Figure 1. Clock wires, drivers and flops (run 1).
Bar = 50 microns.
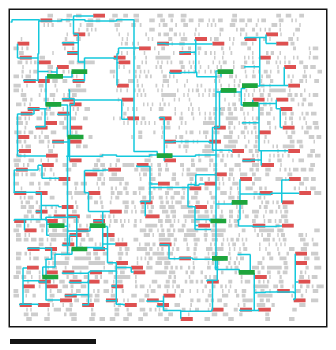
Figure 2. Placement view (run 1).
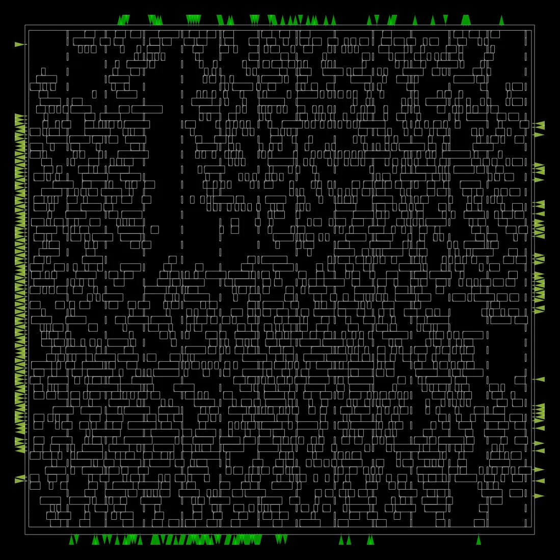
Figure 3. Routed metal, one color a layer (run 1).
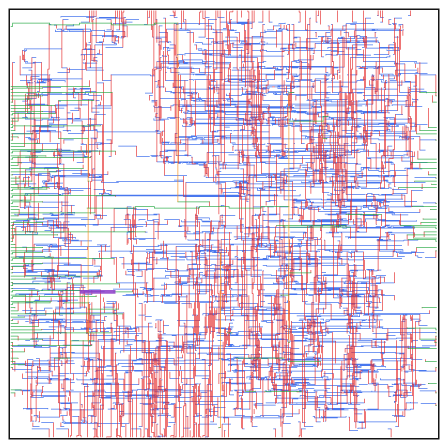
Figure 4. Layout detail (run 1).
Window x 72 to 112, y 35 to 75 microns. Cells in gray, sequential cells in the stronger gray; small squares are vias.
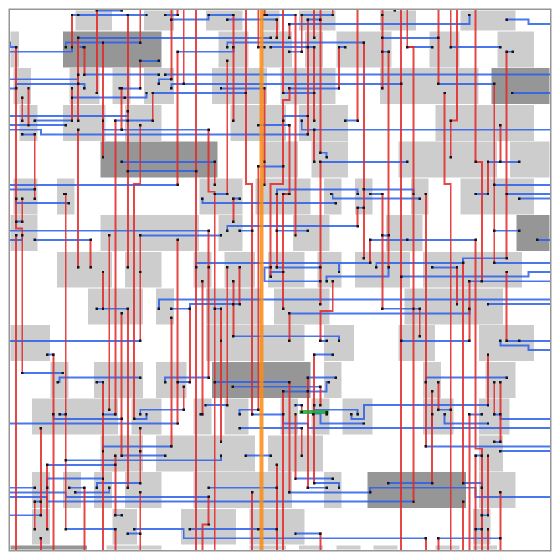
--- src/rtl/mpsoc_msi_wb_burst_master_if.sv ---
// mpsoc_msi_wb_burst_master_if: Wishbone B3 bus between the burst master and its slave
interface mpsoc_msi_wb_burst_master_if #(
    parameter int DW = 32,
    parameter int AW = 32
);
    logic [AW-1:0]   wb_adr_o;
    logic [DW-1:0]   wb_dat_o;
    logic [DW/8-1:0] wb_sel_o;
    logic            wb_we_o;
    logic            wb_cyc_o;
    logic            wb_stb_o;
    logic [2:0]      wb_cti_o;
    logic [1:0]      wb_bte_o;
    logic [DW-1:0]   wb_dat_i;
    logic            wb_ack_i;
    logic            wb_err_i;
    logic            wb_rty_i;
    modport master (
        output wb_adr_o, wb_dat_o, wb_sel_o, wb_we_o, wb_cyc_o, wb_stb_o, wb_cti_o, wb_bte_o,
        input  wb_dat_i, wb_ack_i, wb_err_i, wb_rty_i
    );
    modport slave (
        input  wb_adr_o, wb_dat_o, wb_sel_o, wb_we_o, wb_cyc_o, wb_stb_o, wb_cti_o, wb_bte_o,
        output wb_dat_i, wb_ack_i, wb_err_i, wb_rty_i
    );
endinterface

--- src/rtl/mpsoc_msi_wb_burst_master.sv ---
// mpsoc_msi_wb_burst_master: Wishbone B3 classic/incrementing-burst master; define WB_BURST_MASTER_RTY_EN for rty retries
module mpsoc_msi_wb_burst_master #(
    parameter int DW      = 32,
    parameter int AW      = 32,
    parameter int LW      = 8,
    parameter int RTY_MAX = 4
) (
    input  logic            wb_clk,
    input  logic            wb_rst,
    input  logic            cmd_valid,
    output logic            cmd_ready,
    input  logic            cmd_we,
    input  logic [AW-1:0]   cmd_adr,
    input  logic [LW-1:0]   cmd_len,
    input  logic [1:0]      cmd_bte,
    input  logic [DW-1:0]   wdat,
    input  logic [DW/8-1:0] wsel,
    input  logic            wdat_valid,
    output logic            wdat_ready,
    output logic [DW-1:0]   rdat,
    output logic            rdat_valid,
    output logic            rdat_last,
    output logic            done,
    output logic            done_err,
    mpsoc_msi_wb_burst_master_if.master wb
);
    localparam int SW = DW / 8;
    localparam int OB = $clog2(SW);
    localparam int RW = $clog2(RTY_MAX + 1);
`ifdef WB_BURST_MASTER_RTY_EN
    localparam logic [RW-1:0] RTY_LIM = RW'(RTY_MAX);
`else
    localparam logic [RW-1:0] RTY_LIM = '0;
`endif
    localparam logic [1:0] IDLE  = 2'd0;
    localparam logic [1:0] BURST = 2'd1;
    localparam logic [1:0] DONE  = 2'd2;

    logic [1:0]    state;
    logic [LW-1:0] rem;
    logic [LW:0]   load_rem;
    logic          single;
    logic          rty_wait;
    logic [RW-1:0] rty_cnt;
    logic          good, fail, retry, load;
    logic [AW-1:0] wrap_m, nxt_adr;

    assign cmd_ready  = state == IDLE;
    assign done       = state == DONE;
    assign good       = wb.wb_stb_o & wb.wb_ack_i & !wb.wb_err_i & !wb.wb_rty_i;
    assign retry      = wb.wb_stb_o & wb.wb_rty_i & !wb.wb_err_i & (rty_cnt != RTY_LIM);
    assign fail       = wb.wb_stb_o & (wb.wb_err_i | (wb.wb_rty_i & (rty_cnt == RTY_LIM)));
    assign wdat_ready = (state == BURST) & wb.wb_we_o & (|load_rem) & !rty_wait & (!wb.wb_stb_o | good);
    assign load       = wdat_ready & wdat_valid;
    assign wrap_m     = wb.wb_bte_o == 2'b01 ? AW'(3 << OB) :
                        wb.wb_bte_o == 2'b10 ? AW'(7 << OB) :
                        wb.wb_bte_o == 2'b11 ? AW'(15 << OB) : '1;
    assign nxt_adr    = (wb.wb_adr_o & ~wrap_m) | ((wb.wb_adr_o + AW'(SW)) & wrap_m);

    // command FSM, registered Wishbone outputs and read return path
    always_ff @(posedge wb_clk) begin
        if (wb_rst) begin
            state       <= IDLE;
            single      <= 1'b0;
            rem         <= '0;
            load_rem    <= '0;
            done_err    <= 1'b0;
            rdat        <= '0;
            rdat_valid  <= 1'b0;
            rdat_last   <= 1'b0;
            wb.wb_adr_o <= '0;
            wb.wb_dat_o <= '0;
            wb.wb_sel_o <= '0;
            wb.wb_we_o  <= 1'b0;
            wb.wb_cyc_o <= 1'b0;
            wb.wb_stb_o <= 1'b0;
            wb.wb_cti_o <= 3'b000;
            wb.wb_bte_o <= 2'b00;
        end else begin
            rdat_valid <= (state == BURST) && good && !wb.wb_we_o;
            rdat_last  <= (state == BURST) && good && !wb.wb_we_o && rem == '0;
            if ((state == BURST) && good && !wb.wb_we_o)
                rdat <= wb.wb_dat_i;
            if (state == IDLE && cmd_valid) begin
                state       <= BURST;
                single      <= cmd_len == '0;
                rem         <= cmd_len;
                load_rem    <= cmd_we ? {1'b0, cmd_len} + (LW+1)'(1) : '0;
                done_err    <= 1'b0;
                wb.wb_cyc_o <= 1'b1;
                wb.wb_stb_o <= !cmd_we;
                wb.wb_we_o  <= cmd_we;
                wb.wb_adr_o <= cmd_adr;
                wb.wb_sel_o <= cmd_we ? '0 : '1;
                wb.wb_dat_o <= '0;
                wb.wb_cti_o <= (cmd_we || cmd_len == '0) ? 3'b000 : 3'b010;
                wb.wb_bte_o <= cmd_len == '0 ? 2'b00 : cmd_bte;
            end else if (state == BURST) begin
                if (fail || (good && rem == '0)) begin
                    state       <= DONE;
                    done_err    <= fail;
                    wb.wb_cyc_o <= 1'b0;
                    wb.wb_stb_o <= 1'b0;
                end else begin
                    wb.wb_stb_o <= rty_wait || (!retry && (!wb.wb_we_o || load || (wb.wb_stb_o && !good)));
                    if (good) begin
                        rem         <= rem - LW'(1);
                        wb.wb_adr_o <= nxt_adr;
                    end
                    if (good && !wb.wb_we_o)
                        wb.wb_cti_o <= rem == LW'(1) ? 3'b111 : 3'b010;
                    if (load) begin
                        wb.wb_dat_o <= wdat;
                        wb.wb_sel_o <= wsel;
                        load_rem    <= load_rem - (LW+1)'(1);
                        wb.wb_cti_o <= single ? 3'b000 : load_rem == (LW+1)'(1) ? 3'b111 : 3'b010;
                    end
                end
            end else if (state == DONE) begin
                state    <= IDLE;
                done_err <= 1'b0;
            end
        end
    end

    // retry bookkeeping: one stb-low cycle after rty, consecutive rty count per beat
    always_ff @(posedge wb_clk) begin
        if (wb_rst || state != BURST) begin
            rty_wait <= 1'b0;
            rty_cnt  <= '0;
        end else begin
            rty_wait <= retry;
            rty_cnt  <= good ? '0 : retry ? rty_cnt + RW'(1) : rty_cnt;
        end
    end
endmodule

--- src/flat_wrapper.sv ---
// flat-port wrapper written by rule: the top's interface ports become plain ports
module mpsoc_msi_wb_burst_master_flat 
#(
    parameter int DW      = 32,
    parameter int AW      = 32,
    parameter int LW      = 8,
    parameter int RTY_MAX = 4
)
  (wb_clk, wb_rst, cmd_valid, cmd_ready, cmd_we, cmd_adr, cmd_len, cmd_bte, wdat, wsel, wdat_valid, wdat_ready, rdat, rdat_valid, rdat_last, done, done_err, wb_wb_adr_o, wb_wb_dat_o, wb_wb_sel_o, wb_wb_we_o, wb_wb_cyc_o, wb_wb_stb_o, wb_wb_cti_o, wb_wb_bte_o, wb_wb_dat_i, wb_wb_ack_i, wb_wb_err_i, wb_wb_rty_i);
  mpsoc_msi_wb_burst_master_if #(.DW(DW), .AW(AW)) wb_i ();
  input  logic wb_clk;
  input  logic wb_rst;
  input  logic cmd_valid;
  output logic cmd_ready;
  input  logic cmd_we;
  input  logic [AW-1:0] cmd_adr;
  input  logic [LW-1:0] cmd_len;
  input  logic [1:0] cmd_bte;
  input  logic [DW-1:0] wdat;
  input  logic [DW/8-1:0] wsel;
  input  logic wdat_valid;
  output logic wdat_ready;
  output logic [DW-1:0] rdat;
  output logic rdat_valid;
  output logic rdat_last;
  output logic done;
  output logic done_err;
  output wire logic [$bits(wb_i.wb_adr_o)-1:0] wb_wb_adr_o;
  output wire logic [$bits(wb_i.wb_dat_o)-1:0] wb_wb_dat_o;
  output wire logic [$bits(wb_i.wb_sel_o)-1:0] wb_wb_sel_o;
  output wire logic [$bits(wb_i.wb_we_o)-1:0] wb_wb_we_o;
  output wire logic [$bits(wb_i.wb_cyc_o)-1:0] wb_wb_cyc_o;
  output wire logic [$bits(wb_i.wb_stb_o)-1:0] wb_wb_stb_o;
  output wire logic [$bits(wb_i.wb_cti_o)-1:0] wb_wb_cti_o;
  output wire logic [$bits(wb_i.wb_bte_o)-1:0] wb_wb_bte_o;
  input wire logic [$bits(wb_i.wb_dat_i)-1:0] wb_wb_dat_i;
  input wire logic [$bits(wb_i.wb_ack_i)-1:0] wb_wb_ack_i;
  input wire logic [$bits(wb_i.wb_err_i)-1:0] wb_wb_err_i;
  input wire logic [$bits(wb_i.wb_rty_i)-1:0] wb_wb_rty_i;
  assign wb_wb_adr_o = wb_i.wb_adr_o;
  assign wb_wb_dat_o = wb_i.wb_dat_o;
  assign wb_wb_sel_o = wb_i.wb_sel_o;
  assign wb_wb_we_o = wb_i.wb_we_o;
  assign wb_wb_cyc_o = wb_i.wb_cyc_o;
  assign wb_wb_stb_o = wb_i.wb_stb_o;
  assign wb_wb_cti_o = wb_i.wb_cti_o;
  assign wb_wb_bte_o = wb_i.wb_bte_o;
  assign wb_i.wb_dat_i = wb_wb_dat_i;
  assign wb_i.wb_ack_i = wb_wb_ack_i;
  assign wb_i.wb_err_i = wb_wb_err_i;
  assign wb_i.wb_rty_i = wb_wb_rty_i;
  mpsoc_msi_wb_burst_master #(.DW(DW), .AW(AW), .LW(LW), .RTY_MAX(RTY_MAX)) u_core (.wb_clk(wb_clk), .wb_rst(wb_rst), .cmd_valid(cmd_valid), .cmd_ready(cmd_ready), .cmd_we(cmd_we), .cmd_adr(cmd_adr), .cmd_len(cmd_len), .cmd_bte(cmd_bte), .wdat(wdat), .wsel(wsel), .wdat_valid(wdat_valid), .wdat_ready(wdat_ready), .rdat(rdat), .rdat_valid(rdat_valid), .rdat_last(rdat_last), .done(done), .done_err(done_err), .wb(wb_i));
endmodule
--- config.mk ---
export PLATFORM = sky130hd
export DESIGN_NAME = mpsoc_msi_wb_burst_master_flat
export DESIGN_NICKNAME = d
export VERILOG_FILES = /design/src/rtl/mpsoc_msi_wb_burst_master_if.sv /design/src/rtl/mpsoc_msi_wb_burst_master.sv /design/src/flat_wrapper.sv
export SDC_FILE = /design/constraint.sdc
export NUM_CORES = 1
export LEC_CHECK = 0
export ABC_AREA = 1
export CELL_PAD_IN_SITES_DETAIL_PLACEMENT = 1
export CELL_PAD_IN_SITES_GLOBAL_PLACEMENT = 2
export CORE_UTILIZATION = 21
export CTS_CLUSTER_DIAMETER = 150
export DETAILED_ROUTE_END_ITERATION = 8
export PLACE_DENSITY_LB_ADDON = 0.1
export SYNTH_ARGS = -nofsm -noshare
export SYNTH_HDL_FRONTEND = slang
export SYNTH_SLANG_ARGS = --single-unit
--- constraint.sdc ---
create_clock -name wb_clk -period 1.63 [get_ports wb_clk]
set_input_delay 0.163 -clock wb_clk [delete_from_list [all_inputs] [get_ports wb_clk]]
set_output_delay 0.163 -clock wb_clk [all_outputs]
set_load 0.03 [all_outputs]
==> flow_results.org, run 1 <==
#+TITLE: Synthesis and PnR summary

** Run status
- Run status :: finished, violations left
- The checks that failed: negative setup slack.

** Routing
- Routed wire length on met3 :: 1920 microns
- The first TritonRoute pass finished after 4 iterations.
- In this run the top signal layer used is met5.
- Per the detail_route report, routed wire per instance is 16.1 microns.
- Per the detailed-route log, wirelength across all metal layers totals 31600 microns.
- The routed layout reports a DRC error count of 0.
- Vias/cell :: 4.31
- Nets still carrying antenna violations after routing amount to 0.
- Met2 layer wire length in the routed design :: 14200 microns
- After detailed routing, the wire length on met1 is 15000 microns.
- Vias :: 8445
- Iteration-0 DRC Markers :: 249

** Power and ir drop
- In this run the power density over the cells is 835 nW/um^2.
- The share of total power dissipated in the clock network is 0.392.
- The internal portion of the total power is 7.35 mW.
- Total Power Consumption :: 10.7 mW
- The power report attributes to the sequential group a share of 0.331.
- The power report attributes to the combinational group a share of 0.277.
- Switching power as a share of total power :: 0.316
- Leakage Power :: 6.04 nW
- Worst IR drop on VDD :: 733 uV
- Net switching power :: 3.39 mW

** Timing
- For this run, the final setup violation count is recorded as 84.
- Slew Limit Headroom :: 0.739
- Fraction of the cycle the final worst path needs :: 1.12
- Unrepaired setup endpoints after global routing :: yes
- Setup total negative slack on the finished layout was measured at -11.39 ns.
- After layout, the worst setup slack is -0.190 ns.
- The final timing report lists clock skew as 0.0110 ns.
- Hold Slack :: 0.246 ns
- Achievable frequency :: 0.549 GHz
- Total count of hold-check failures in the final report :: 0
- Transition time of the tightest slew-check pin :: 0.393 ns
- Final Critical Period :: 1.82 ns
- Per the final report, max-transition violations number 0.

** Logic synthesis
- Xor/xnor share :: 0.0163
- Dominant register cell :: dfxtp_1
- The largest total area in the synthesized netlist belongs to dfxtp_1.
- Per the synthesis report, the number of distinct cell types is 38.
- Registers, synthesis :: 134
- The synth_stat.txt file lists the number of cells as 1098.
- For reference, the mux area share after synthesis is 0.
- After synthesis, the most frequently instantiated cells are 304 x nand2_1, 251 x nor2_1, 134 x dfxtp_1, 83 x inv_1, 79 x o21ai_0.
- In this run, the synthesized area fraction spent on AND-OR/OR-AND gates is recorded as 0.114.
- Ys Warns :: 0
- Sequential-to-total area share from yosys stat :: 0.385
- In the synthesis report, Yosys lists the chip area as 6970 sq um.
- The post-synth count of flops with an enable pin is 0.
- The synthesis report gives the async set-or-reset register share as 0.
- Avg Cell Area, Syn :: 6.35 sq um
- Adder Area Share :: 0.0215
- The area fraction of the largest cell type after synthesis is 0.385.
- In the synthesized netlist, the dominant kind of combinational cell is simple AND/OR/NAND/NOR gates.
- Gate count after technology mapping :: 1098
- Library cell with the highest instance count after synthesis :: nand2_1
- For reference, the top cells by area after synthesis are dfxtp_1 38%, nand2_1 16%, nor2_1 14%.
- The number of nets handed over by synthesis was 1228.
- AND/OR/NAND/NOR Cells, Area Fraction :: 0.385

** Min path
- End point of the worst hold path :: u_core.wb.wb_cyc_o$_SDFFE_PP0P_
- Min-Delay Startpoint :: wb_rst
- Note that the worst hold path type here is in -> reg.
- Min-Delay Path Depth :: 4

** Finish
- Top logic cell by instance count in the layout :: nand2_1
- Most instantiated logic cells after routing :: 254 x nand2_1, 219 x nor2_1, 157 x buf_4, 124 x dfxtp_1, 117 x clkdlybuf4s50_1
- Share of post-route cells with drive strength above 1 :: 0.275
- For the completed layout, the total cell area is recorded as 12800 sq um.
- Final net count :: 1636
- Area Growth Syn to Fin :: 84.3%

** Global routing
- Pin count of the biggest net entering global routing :: 36
- Number of antenna violations at the first check in global routing :: 2
- In the global route stage, overall resource usage came out at 0.186.
- After global routing the overflow that remains totals 0.
- In the global route stage, met1 resource usage came out at 0.242.
- Global-route wire length before repair :: 48200 microns
- Most heavily used metal layer in global routing :: met2
- Fraction of met2 tracks used by global routing :: 0.297
- Via count of the first global-routing pass :: 8593

** CTS
- Number of gates given a new drive strength after cts :: 222
- Maximum buffer depth of the clock tree :: 2
- Per the skew report, the later register of the worst-skew pair sees a clock latency of 0.44 ns.
- Counting every sink on the clock net gives 134.
- In this run the number of H-tree levels came out at 4.
- Post-CTS Repair Setup Buffers :: 23
- CTS tree :: done
- Clock root buffer :: clkbuf_16
- CTS added clock buffers totalling 17.

** Critical path
- Worst endpoint required time :: 2.00 ns
- FF-to-FF Start :: u_core.load_rem[1]$_SDFFE_PP0P_
- STA classifies the critical path startpoint as a flip-flop.
- The timing report shows the most common cell along the critical path to be nand2_2.
- Count of buffering cells on the critical path with inverters included :: 4
- Worst setup path endpoint :: u_core.wb.wb_dat_o[5]$_SDFFE_PP0P_
- Top Family by Delay on Critical Path :: simple AND/OR/NAND/NOR gates
- Worst reg2reg endpoint :: u_core.wb.wb_dat_o[5]$_SDFFE_PP0P_
- Critical path type :: reg -> reg
- Cell type of the slowest stage on the worst timing path :: dfxtp_2
- Reg2reg setup slack :: -0.19 ns
- Largest stage delay, worst path :: 0.34 ns
- STA classifies the critical path endpoint as a flip-flop.
- Data on the critical path arrives at its endpoint at 2.19 ns.
- STA lists the maximum fanout along the critical path as 8.
- In this run the worst setup path begins at u_core.load_rem[1]$_SDFFE_PP0P_.
- The report puts the cell count of the worst reg-to-reg path at 14.

** Job
- Across the run, the number of max-cap violations was 0.
- Warnings raised by the tools during the run amount to 35.

** Die
- Number of standard-cell rows in the floorplan :: 66
- Number of top-level pins :: 232
- Placeable Area :: 32600 sq um
- Die extent in y :: 184 microns
- Initial Util :: 0.214
- According to the floorplan report, the total die area is 33900 sq um.

** Placement
- During placement, the flow inserted port buffers numbering 231.
- Total cell area at the placement stage :: 11000 sq um
- The final weighted congestion recorded by global placement is 0.755.
- HPWL reported at the end of detailed placement :: 22600 microns
## Picture notes: Figure 1
[clock wires] cyan | length: 2560 microns
[cells driving clock nets] green | count: 17
[flip-flops] red | count: 134
flops lie	widely spread

## Picture notes: Figure 2
number of standard cells in the final layout excluding fillers: 1961
fillcell total: 3967
Final Util: 0.394
share of the final layout cell area in sequential cells: 0.210

## Picture notes: Figure 3
layer	color	wire length
met2	red	14200 microns
met4	orange	350 microns
met5	purple	13.8 microns
met1	blue	15000 microns
met3	green	1920 microns

## Picture notes: Figure 4
layer	color
met3	green
met1	blue
met4	orange
met2	red
cells with their middle in the window	96
most frequent	buf_4 (15), nand2_2 (10)
sequential cells in the window	5

run 1: cell type report:
cell class	count	area, sq um
multi-input cells	833	4440
well taps	442	553
repair buffers	430	4180
inverters	90	357
fillers	3967	19800
diodes	1	2.50
clock buffers	18	450
clock inverters	13	170
flip-flops and latches	134	2700
run 1: power groups by stage:
stage,clock network (mW),logic (mW),registers [mW]
2_1_floorplan,0,0.954,3.80
3_3_place_gp,0,2.45,3.62
3_5_place_dp,0,2.46,3.62
4_1_cts,4.34,2.72,3.55
5_1_grt,4.47,3.24,3.57
6_report,4.21,2.97,3.55
==> run 1 -> run 2 <==
--- a/config.mk
+++ b/config.mk
@@ -11,6 +11,7 @@
 export CORE_UTILIZATION = 21
 export CTS_CLUSTER_DIAMETER = 150
 export DETAILED_ROUTE_END_ITERATION = 8
+export HOLD_SLACK_MARGIN = 0.12
 export PLACE_DENSITY_LB_ADDON = 0.1
 export SYNTH_ARGS = -nofsm -noshare
 export SYNTH_HDL_FRONTEND = slang
==> flow_results.org, run 2 <==
#+TITLE: Synthesis and PnR summary

** Global routing
- GR Layer Usage met1 :: 0.242 (unchanged)
- The aggregate global routing overflow came to 0 (unchanged).
- The via count of the first global-routing pass was 8593 (unchanged).
- The global-route wire length before repair was 48200 microns (unchanged).
- Number of antenna violations at the first check in global routing :: 2 (unchanged)
- Most heavily used metal layer in global routing :: met2
- The largest net degree at the start of global routing was 36 (unchanged).

** Placement
- The placed standard-cell area came to 11000 sq um (unchanged).

** Finish
- The area of all placed cells without fillers was 12800 sq um (unchanged).
- The utilization after layout came to 0.394 (unchanged).
- The fraction of layout instances using a drive strength above 1 was 0.275 (unchanged).
- Clock buf count :: 18 (unchanged)
- By instance count after routing, the leading logic cell types are 254 x nand2_1, 219 x nor2_1, 157 x buf_4, 124 x dfxtp_1, 117 x clkdlybuf4s50_1.
- Number of standard cells in the final layout excluding fillers :: 1961 (unchanged)
- Looking at the area split, the leading class of cells is logic gates.
- The sequential cell area is 2700 sq um (unchanged).
- Non-clock inverter count in the final layout :: 90 (unchanged)
- FF+latch count :: 134 (unchanged)
- Multi-input gate share of the layout cell area :: 0.346 (unchanged)
- Gate Area :: 4440 sq um (unchanged)
- The number of inserted filler cells in the final layout came to 3967 (unchanged).
- Share of the final layout cell area in sequential cells :: 0.210 (unchanged)

** Routing
- Routed wire length on met3 :: 1920 microns (unchanged)
- Max Used Layer :: met5
- The vias per cell is 4.31 (unchanged).
- The detailed route wirelength on metal2 is 14200 microns (unchanged).
- Iteration-0 DRC Markers :: 249 (unchanged)
- Metal1 wirelength :: 15000 microns (unchanged)

** Timing
- Worst clock skew :: 0.0110 ns (unchanged)
- The hold violation total from the final report was 0 (unchanged).
- Unrepaired setup endpoints after global routing :: yes
- The actual transition at the worst max-transition pin was 0.393 ns (unchanged).
- The time the final worst path needs with I/O delays and setup is 1.82 ns (unchanged).
- Final count of negative-setup-slack endpoints :: 84 (unchanged)
- Accumulated negative setup slack :: -11.39 ns (unchanged)
- The upper clock frequency limit is 0.549 GHz (unchanged).
- The worst-case setup margin in the final layout was -0.190 ns (unchanged).

** Critical path
- Cell type with the highest occurrence count on the critical path :: nand2_2
- In this run the critical register-to-register path is captured at u_core.wb.wb_dat_o[5]$_SDFFE_PP0P_.
- The slowest stage of the critical path belongs to the cell dfxtp_2.
- STA classifies the critical path startpoint as a flip-flop.
- The number of cells traversed by the worst register-to-register path was 14 (unchanged).
- FF-to-FF Start :: u_core.load_rem[1]$_SDFFE_PP0P_
- Grouping stages by cell kind, the critical path spends the most delay in simple AND/OR/NAND/NOR gates.
- Worst setup path endpoint :: u_core.wb.wb_dat_o[5]$_SDFFE_PP0P_
- The maximum single-stage delay on the critical path is 0.34 ns (about the same).

** Run status
- The checks that failed: negative setup slack.
- The run finished, with violations left.

** Logic synthesis
- Sequential-to-total area share from yosys stat :: 0.385 (unchanged)
- Avg Cell Area, Syn :: 6.35 sq um (unchanged)
- Sorting the synthesized cells by how often they occur yields 304 x nand2_1, 251 x nor2_1, 134 x dfxtp_1, 83 x inv_1, 79 x o21ai_0.
- nand2_1 is the most common cell in the netlist.
- Number of distinct library cell variants in the gate-level netlist after synthesis :: 38 (unchanged)
- The yosys synthesis warning count is 0 (unchanged).
- The net count after synthesis came to 1228 (unchanged).
- The number of instances in the synthesized netlist was 1098 (unchanged).

** Die
- Initial Util :: 0.214 (unchanged)
- The area of the chip is 33900 sq um (unchanged).
- The overall die height was 184 microns (unchanged).
- The area of the core was 32600 sq um (unchanged).

** Power and ir drop
- Leakage Power :: 6.04 nW (unchanged)

** Min path
- The hold path depth was 4 (unchanged).
- The launch point of the worst min-delay path is recorded as wb_rst.
- Path class of the lowest-slack min-delay path :: in -> reg

** Job
- The count of maximum capacitance violations was 0 (unchanged).

** CTS
- Clock Latency Late Sink :: 0.44 ns (about the same)
[run 2: cell counts after synthesis]
Identical to the previous run, type by type.
[run 2: cell families after synthesis]
| family | after synthesis | share of synthesized area |
|---|---|---|
| fa+ha+maj | 12 | 0.0215 |
| buf+inv | 132 | 0.0783 |
| flops | 134 | 0.385 |
| xor+xnor | 13 | 0.0163 |
| simple gates | 658 | 0.385 |
| compound gates | 149 | 0.114 |
[run 2: what timing repair did]
item	CTS	global route
cloned	8	5
endpoints found under the setup margin	185	115
pin swaps	21	48
buffers inserted	23	10
resized	222	136
[run 2: where the power goes]
part,leakage (nW),total (mW),internal [mW],switching [mW]
sequential,1.09,3.55,3.42,0.129
clock,0.295,4.21,2.51,1.70
combinational,4.65,2.97,1.41,1.56
total,6.04,10.7,7.35,3.39
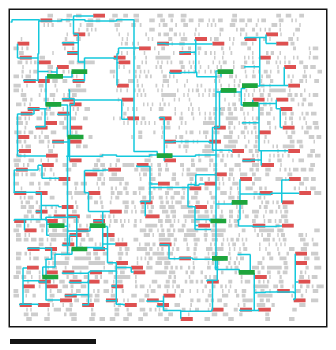
Figure 5: run 2, clock wires, drivers and flops.
Bar = 50 microns.
[flip-flops] red | count: 134
[cells driving clock nets] green | count: 17
[clock wires] cyan | length: 2560 microns
flops lie	widely spread
routed clock nets	18

==> run 2 -> run 3 <==
--- a/config.mk
+++ b/config.mk
@@ -6,12 +6,15 @@
 export NUM_CORES = 1
 export LEC_CHECK = 0
 export ABC_AREA = 1
+export CAP_MARGIN = 20
 export CELL_PAD_IN_SITES_DETAIL_PLACEMENT = 1
 export CELL_PAD_IN_SITES_GLOBAL_PLACEMENT = 2
-export CORE_UTILIZATION = 21
+export CORE_UTILIZATION = 29
 export CTS_CLUSTER_DIAMETER = 150
 export DETAILED_ROUTE_END_ITERATION = 8
+export DONT_BUFFER_PORTS = 1
 export HOLD_SLACK_MARGIN = 0.12
+export MAX_ROUTING_LAYER = met4
 export PLACE_DENSITY_LB_ADDON = 0.1
 export SYNTH_ARGS = -nofsm -noshare
 export SYNTH_HDL_FRONTEND = slang
==> flow_results.org, run 3 <==
#+TITLE: Synthesis and PnR summary

** Critical path
- Top Family by Delay on Critical Path :: simple AND/OR/NAND/NOR gates
- Across all register-to-register paths, the minimum setup slack is -0.16 ns.
- Cell type of the slowest stage on the worst timing path :: dfxtp_2
- In this run the critical register-to-register path is captured at u_core.wb.wb_dat_o[31]$_SDFFE_PP0P_.
- Number of cell instances on the worst register-to-register path :: 14 (unchanged)
- FF-to-FF Start :: u_core.rem[0]$_SDFFE_PP0P_
- Critical path type :: reg -> reg
- The maximum single-stage delay on the critical path is 0.34 ns (about the same).
- The worst setup path is launched from a flip-flop.
- Crit. End Element :: flip-flop
- Among the stages of the critical path, the cell type that occurs most often is nor2_4.
- The required time at the worst endpoint is listed as 1.99 ns.

** Logic synthesis
- Gate count after technology mapping :: 1098 (unchanged)
- And-or/or-and share of the synthesized area :: 0.114 (unchanged)
- The most common cell in the synthesized netlist is nand2_1.
- The portion of the post-synthesis area used by sequential elements is 0.385 (unchanged).
- The area fraction in full adders, half adders and majority gates came to 0.0215 (unchanged).
- Sorting the Yosys area breakdown by cell type puts at the top dfxtp_1.
- Cell types with the highest counts after synthesis :: 304 x nand2_1, 251 x nor2_1, 134 x dfxtp_1, 83 x inv_1, 79 x o21ai_0
- Top logic family :: simple AND/OR/NAND/NOR gates
- Proportion of synthesized flip-flops having asynchronous set or reset :: 0
- Total nets after synthesis :: 1228 (unchanged)
- Fraction of synthesized cell area taken by the top area cell type :: 0.385
- The xor/xnor cell area share of the yosys netlist is 0.0163 (unchanged).
- The average size of a mapped cell was 6.35 sq um (unchanged).
- The mux cell area share after synthesis is 0 (unchanged).
- In this run the cell area of the synthesized design comes to 6970 sq um.
- Ys Warns :: 0 (unchanged)
- The area share of and/or/nand/nor cells after synthesis is 0.385 (unchanged).
- Number of distinct library cell variants in the gate-level netlist after synthesis :: 38 (unchanged)
- Registers, synthesis :: 134
- Counting flops with a built-in enable in the synthesized netlist gives 0.

** Power and ir drop
- Switching power as a share of total power :: 0.333 (+0.0169)
- The internal power contribution was 7.05 mW (-4.1%).
- Clock Power Share :: 0.400 (+0.008)
- Total Power Consumption :: 10.6 mW
- Comb pwr :: 2.72 mW (-8.4%)
- Power consumed by the clock network :: 4.22 mW (about the same)
- The leakage power was 5.00 nW (-17%).
- Net switching power :: 3.51 mW (+3.6%)
- Portion of total power attributed to combinational logic :: 0.258 (-0.019)
- The flow reported a cell area power density of 915 nW/um^2.
- Power of the sequential group :: 3.61 mW (+2%)
- Sequential power share :: 0.342 (+0.011)
- The group that draws the most power in this run is the clock network.

** Finish
- The repair_antennas step left the layout with diodes totalling 0.
- The count of sequential standard cells came to 134 (unchanged).
- Gate Area :: 4500 sq um (+1.2%)
- The top cell type in the final layout, fill and taps aside, is nand2_1.
- From synthesis to final layout, the design area changed by 65.5%.
- The number of ordinary inverters in the final layout was 90 (unchanged).
- The sequential share of cell area was 0.235 (+0.0249).
- Measured on the final layout, the clock distribution area share stands at 0.0541.
- Share of post-route cells with drive strength above 1 :: 0.305 (+0.0307)
- Non-Filler Cell Area, Final :: 11500 sq um (-10%)
- Top class by area :: logic gates
- The multi-input gate share of total cell area was 0.390 (+0.0441).
- The final cell count without fillers was 1704 (-13%).
- Count of plain and timing-repair buffers :: 297
- Ranking logic cells in the layout by count gives the top entries 252 x nand2_1, 199 x nor2_1, 134 x buf_4, 115 x dfxtp_1, 112 x dlygate4sd3_1.
- Final Util :: 0.490 (+0.0961)
- The count of clock-net buffers in the final layout came to 17 (-1).
- The number of inserted filler cells in the final layout is 2910 (-27%).
- Area of all sequential standard cells :: 2710 sq um (+0.42%)

** Timing
- Accumulated negative setup slack :: -5.89 ns (+5.50 ns)
- The actual transition at the worst max-transition pin was 0.466 ns (+0.0726 ns).
- Final Critical Period :: 1.79 ns (-0.0326 ns)
- Unrepaired setup endpoints after global routing :: yes
- Total count of hold-check failures in the final report :: 0 (unchanged)
- The setup skew after layout came to 0.0167 ns (+0.00569 ns).
- The setup violation total in the final timing report came to 78 (-7.1%).
- Achievable frequency :: 0.560 GHz (+1.8%)
- Worst setup margin :: -0.157 ns (+0.0326 ns)

** Run status
- Violated checks :: negative setup slack
- Run status :: finished, violations left

** Die
- Total die size :: 24700 sq um (-27%)
- The core utilization before placement was 0.296 (+0.0824).
- Die Span X :: 157 microns
- Tap insertion was completed with 319 tapcells.
- Die extent in y :: 157 microns (-15%)
- Placeable Area :: 23500 sq um (-28%)
- Number of top-level pins :: 232

** CTS
- In this run the number of H-tree levels came out at 4.
- Clock Sinks :: 134
- Post-CTS Repair Setup Buffers :: 30 (+30%)
- Number of gates given a new drive strength after cts :: 125 (-44%)
- TritonCTS built the clock tree.
- Clock Latency Late Sink :: 0.43 ns (about the same)

** Global routing
- The number of antenna violations at the first check in global routing is 0 (-2).
- In this run the most used layer during global routing was met2.
- Global-route wire length before repair :: 43800 microns (-9.0%)
- The aggregate global routing overflow came to 0 (unchanged).
- The met1 layer usage reported by global route was 0.300 (+0.0579).
- Via count of the first global-routing pass :: 8184 (-4.8%)
- Pin count of the biggest net entering global routing :: 48 (+33%)

** Routing
- Met2 layer wire length in the routed design :: 14000 microns (-1.7%)
- The vias per cell is 4.79 (+11%).
- The script parses the final routing iteration and logs DRC violations as 0.
- First-pass iteration count of the detailed router :: 4
- Final ANT Viol Nets :: 0
- The sum of met3 wire segment lengths after detailed routing came to 1740 microns (-9.3%).
- Iteration-0 DRC Markers :: 229 (-8.0%)
- Max Used Layer :: met4
- The met1 routed wirelength after detailed routing was 13400 microns (-11%).

** Min path
- The hold path depth came to 5 (+1).
- Note that the worst hold path type here is in -> reg.
- Min-Delay Startpoint :: wdat_valid

** Placement
- Total cell area at the placement stage :: 8430 sq um (-23%)
- HPWL reported at the end of detailed placement :: 19700 microns

** Job
- Max-cap violations :: 0 (unchanged)
-- run 3: worst max path at each step --
stage,from,end,cells past startpoint
2_1_floorplan,u_core.rem[0]$_SDFFE_PP0P_,u_core.wb.wb_dat_o[0]$_SDFFE_PP0P_,12
3_3_place_gp,u_core.rty_cnt[1]$_SDFFE_PP0P_,u_core.wb.wb_dat_o[17]$_SDFFE_PP0P_,11
3_5_place_dp,u_core.rty_cnt[1]$_SDFFE_PP0P_,u_core.wb.wb_dat_o[15]$_SDFFE_PP0P_,11
4_1_cts,u_core.load_rem[1]$_SDFFE_PP0P_,wdat_ready,9
5_1_grt,u_core.load_rem[0]$_SDFFE_PP0P_,u_core.wb.wb_dat_o[20]$_SDFFE_PP0P_,14
6_report,u_core.rem[0]$_SDFFE_PP0P_,u_core.wb.wb_dat_o[31]$_SDFFE_PP0P_,14
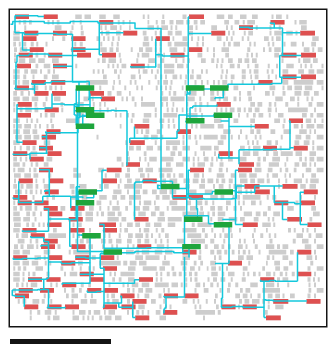
Figure 6: run 3, clock wires, drivers and flops.
Bar = 50 microns.
[cells driving clock nets] green | count: 17
[clock wires] cyan | length: 2340 microns
[flip-flops] red | count: 134
flops lie	widely spread

No activity file was given, so power comes from the tool's default toggle rates.
